### config.mk
export PLATFORM = sky130hd
export DESIGN_NAME = vec_load_seq
export DESIGN_NICKNAME = d
export VERILOG_FILES = /design/src/rtl/vec_load_seq.sv
export SDC_FILE = /design/constraint.sdc
export NUM_CORES = 1
export LEC_CHECK = 0
export CAP_MARGIN = 5
export CORE_UTILIZATION = 47
export CTS_CLUSTER_SIZE = 12
export DETAILED_ROUTE_END_ITERATION = 10
export GPL_TIMING_DRIVEN = 0
export PLACE_DENSITY = 0.79
export SYNTH_ARGS = -nofsm -noshare
export SYNTH_HDL_FRONTEND = slang
export SYNTH_SLANG_ARGS = --single-unit
### constraint.sdc
create_clock -name clk -period 2.14 [get_ports clk]
set_input_delay 0.428 -clock clk [delete_from_list [all_inputs] [get_ports clk]]
set_output_delay 0.428 -clock clk [all_outputs]
set_load 0.01 [all_outputs]
### src/rtl/vec_load_seq.sv
// vec_load_seq: streams bytes from a valid/ready source into a bank of
// NUM_ELEM element registers through a shared data bus and a one-hot load strobe.
// Optional feature macro: VLS_ZERO_FILL_EN zero-fills the elements past len
// before signalling done.
module vec_load_seq #(
  parameter int unsigned NUM_ELEM = 8,
  parameter int unsigned DATA_W   = 8,
  parameter int unsigned LEN_W    = 4
) (
  input  logic                clk,
  input  logic                reset,
  input  logic                start,
  input  logic [LEN_W-1:0]    len,
  input  logic [DATA_W-1:0]   in_data,
  input  logic                in_valid,
  output logic                in_ready,
  output logic [DATA_W-1:0]   din,
  output logic [NUM_ELEM-1:0] ld,
  output logic                busy,
  output logic                done,
  output logic                err
);

  localparam int unsigned IDX_W = (NUM_ELEM > 1) ? $clog2(NUM_ELEM) : 1;
  localparam logic [LEN_W-1:0] LEN_MAX = LEN_W'(NUM_ELEM);

`ifdef VLS_ZERO_FILL_EN
  typedef enum logic [1:0] {IDLE, LOAD, FILL, DONE} state_t;
`else
  typedef enum logic [1:0] {IDLE, LOAD, DONE} state_t;
`endif

  state_t              state, state_n;
  logic [IDX_W-1:0]    idx, idx_n;
  logic [LEN_W-1:0]    len_q, len_n;
  logic [DATA_W-1:0]   din_n;
  logic [NUM_ELEM-1:0] ld_n;
  logic                busy_n, done_n, err_n;
  logic                last_elem;

  // The source may only present data while streaming elements.
  assign in_ready = (state == LOAD);

  // Final streamed element of this vector.
  assign last_elem = (LEN_W'(idx) == (len_q - LEN_W'(1)));

  // State, index and registered outputs.
  always_ff @(posedge clk or negedge reset) begin
    if (!reset) begin
      state <= IDLE;
      idx   <= '0;
      len_q <= '0;
      din   <= '0;
      ld    <= '0;
      busy  <= 1'b0;
      done  <= 1'b0;
      err   <= 1'b0;
    end else begin
      state <= state_n;
      idx   <= idx_n;
      len_q <= len_n;
      din   <= din_n;
      ld    <= ld_n;
      busy  <= busy_n;
      done  <= done_n;
      err   <= err_n;
    end
  end

  // Next-state and next-output decode; din holds across bubbles, ld is a single-cycle strobe.
  always_comb begin
    state_n = state;
    idx_n   = idx;
    len_n   = len_q;
    din_n   = din;
    ld_n    = '0;
    done_n  = 1'b0;
    err_n   = 1'b0;

    case (state)
      IDLE: begin
        if (start) begin
          if ((len == '0) || (len > LEN_MAX)) begin
            err_n = 1'b1;
          end else begin
            len_n   = len;
            idx_n   = '0;
            state_n = LOAD;
          end
        end
      end

      LOAD: begin
        if (in_valid) begin
          din_n = in_data;
          ld_n  = NUM_ELEM'(1) << idx;
          if (last_elem) begin
`ifdef VLS_ZERO_FILL_EN
            if (len_q == LEN_MAX) begin
              state_n = DONE;
            end else begin
              idx_n   = idx + IDX_W'(1);
              state_n = FILL;
            end
`else
            state_n = DONE;
`endif
          end else begin
            idx_n = idx + IDX_W'(1);
          end
        end
      end

`ifdef VLS_ZERO_FILL_EN
      FILL: begin
        din_n = '0;
        ld_n  = NUM_ELEM'(1) << idx;
        if (idx == IDX_W'(NUM_ELEM - 1)) begin
          state_n = DONE;
        end else begin
          idx_n = idx + IDX_W'(1);
        end
      end
`endif

      DONE: begin
        done_n  = 1'b1;
        state_n = IDLE;
      end

      default: state_n = IDLE;
    endcase

    // busy covers the done pulse cycle as well as every non-idle state.
    busy_n = (state_n != IDLE) || (state == DONE);
  end

endmodule

**Power grid**

The bar under the picture is 20 µm long. Pins as bars on the die edge.
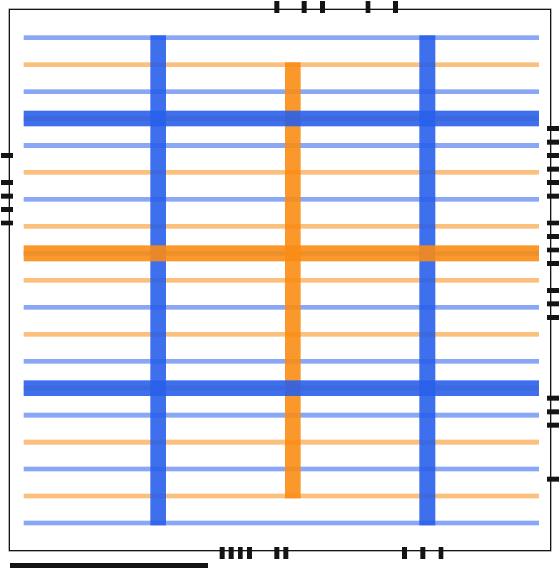
legend:
  blue:
    net: VSS
  orange:
    net: VDD
rows: 18
signal pins: 36
met5 straps: 3
met1 rails: 19
die height: 54.47 µm
Core Area: 0.002545 mm²

==> flow_summary.yaml <==
# yosys + openroad results
cells_and_area:
  antennaDiodeCount: 0
  drive_gt1_frac: 0.1898
  fin_nets: 162
  syn2layout_area_growth_pct: 31.53
  final_cell_mix: "clkdlybuf4s50_1, dfrtp_1, and3_1"
clock_tree:
  cts_setup_buffers: 0
  path_clk_slew_ps: 140
  cts_tree: "done"
  clock_path_buffers: 2
  hold_buffers: 0
critical_path:
  rr_worst_depth: 6
  critPathMaxStageDelay_ps: 540
  cp_slowest_cell: "clkdlybuf4s50_1"
  crit_end: "in_ready"
  critical_path_arrival_ps: 1610
  reg2reg_setup_slack_ps: 190
timing:
  setup_viol: 0
  fin_worst_skew_ps: 2.093
  finalHoldViolCount: 0
  max_freq_ghz: 0.4899
  worst_pin_slew_ps: 609.8
floorplanning:
  rows: 18
  chipArea_mm2: 0.002966
  io_pins: 36
route:
  vias: 909
  drc: 0
pwr:
  pwr-share-seq: 0.393
  p_int_w: 0.001430
  p_comb_frac: 0.512
global_route:
  antenna_found_initial: 0
  grt_busiest_layer: "met2"
  met2_usage: 0.3476
  use_met3: 0.02778
  gr-usage-all-layers: 0.1937
worst_hold_path:
  hp-class: "in -> async"
placed_design:
  gp_congestion: 0.7266
  hpwl_um: 1843
status:
  status: "complete, no violations"
job:
  drv_cap: 0
logic_synthesis:
  edf_count: 0
  fp_nets: 122
**Cell classes on the final placement**

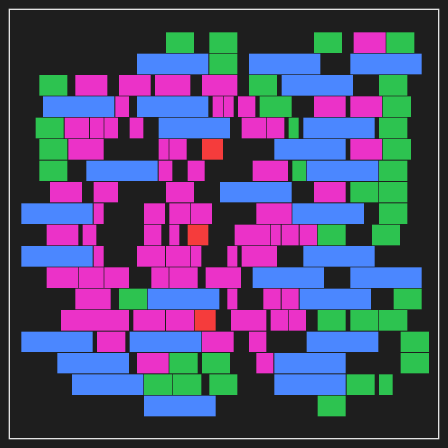
legend:
  blue:
    class: registers
    cells: 28
  magenta:
    class: remaining logic cells
    cells: 68
  green:
    class: remaining buffers and delay cells
    cells: 38
  red:
    class: clock-net drivers
    cells: 3

-- worst max-delay path: cells and delay by family, from the launching register on --
kind	cells	cell delay, ps
flip-flops	1	430
buffers and inverters	2	690
AND/OR/NAND/NOR	1	180
-- cells by family after synthesis --
| kind of cell | share of synthesized area |
|---|---|
| muxes | 0.09575 |
| adders and majority gates | 0.06770 |
| xor gates and xnor gates | 0.03869 |
| DFF | 0.5416 |
| buffers and inverters | 0.03287 |
| AOI/OAI and AO/OA | 0.09381 |
| and+or+nand+nor | 0.1296 |
-- synthesized netlist by cell type, types with 2 or more instances --
cell | n | share of area
a21oi_1 | 2 | 0.0077
a311o_1 | 3 | 0.023
and3_1 | 12 | 0.058
dfrtp_1 | 28 | 0.54
ha_1 | 7 | 0.068
inv_1 | 6 | 0.017
mux2_2 | 11 | 0.096
nand2_1 | 3 | 0.0087
nor2b_1 | 2 | 0.0097
o21ai_0 | 2 | 0.0077
xnor2_1 | 3 | 0.020
-- worst min-delay path by stage --
stage / slack [ps] / from / to / cells past startpoint
floorplan: 130 / reset / busy / 0
global placement: 490 / din[0] / din[0] / 1
detailed placement: 490 / din[7] / din[7] / 1
CTS: 530 / din[7] / din[7] / 1
global route: 140 / reset / idx[0] / 1
finish: 100 / reset / ld[6] / 1
-- state kept, by name, summed over array words and instances, names as in the netlist --
name and cells:
din 8, ld 8, len_q 4, idx 3, state 2, busy 1
done 1, err 1
-- area by class of cell --
type / count / area, µm²
timing repair buffer: 35 / 345.3
fill: 216 / 843.3
inverter: 6 / 22.52
multi-input combinational: 62 / 553.0
buffer: 3 / 20.02
sequential: 28 / 700.7
clock buffer: 3 / 22.52
tap: 30 / 37.54
-- per-layer routing --
| metal | routed length, µm | vias to the layer above |
|---|---|---|
| li1 | - | 439 |
| met1 | 1018 | 442 |
| met2 | 1255 | 26 |
| met3 | 133 | 2 |
| met4 | 15 | 0 |
| met5 | 0 | - |
-- through the flow --
| stage | setup slack [ps] | hold slack, ps | utilization | TNS, ps | total power, W |
|---|---|---|---|---|---|
| final | 98.80 | 96.62 | 0.6686 | 0 | 0.002208 |
| after global routing | 17.47 | 142.3 | 0.6686 | 0 | 0.002391 |
| after CTS | 63.23 | 526.7 | 0.6696 | 0 | 0.002223 |
| after detailed placement | -198.8 | 494.9 | 0.6608 | -921.0 | 0.002017 |
| after global placement | -142.1 | 487.7 | 0.6608 | -630.5 | 0.001954 |
| after floorplan | 404.7 | 132.4 | - | 0 | 0.001564 |
-- power groups by stage --
| stage | Sequential, W | Clock, W | Combinational [W] |
|---|---|---|---|
| CTS | 0.000868 | 0.000215 | 0.00114 |
| global placement | 0.000868 | 0 | 0.00109 |
| global route | 0.000895 | 0.000239 | 0.00126 |
| floorplan | 0.000914 | 0 | 0.000650 |
| detailed placement | 0.000881 | 0 | 0.00114 |
| finish | 0.000868 | 0.000209 | 0.00113 |
-- timing repair --
| item | CTS | global route |
|---|---|---|
| endpoints found under the hold margin | 0 | 0 |
| endpoints found under the setup margin | 0 | 1 |
| resized | 0 | 1 |
Power and IR drop assume default switching activity.
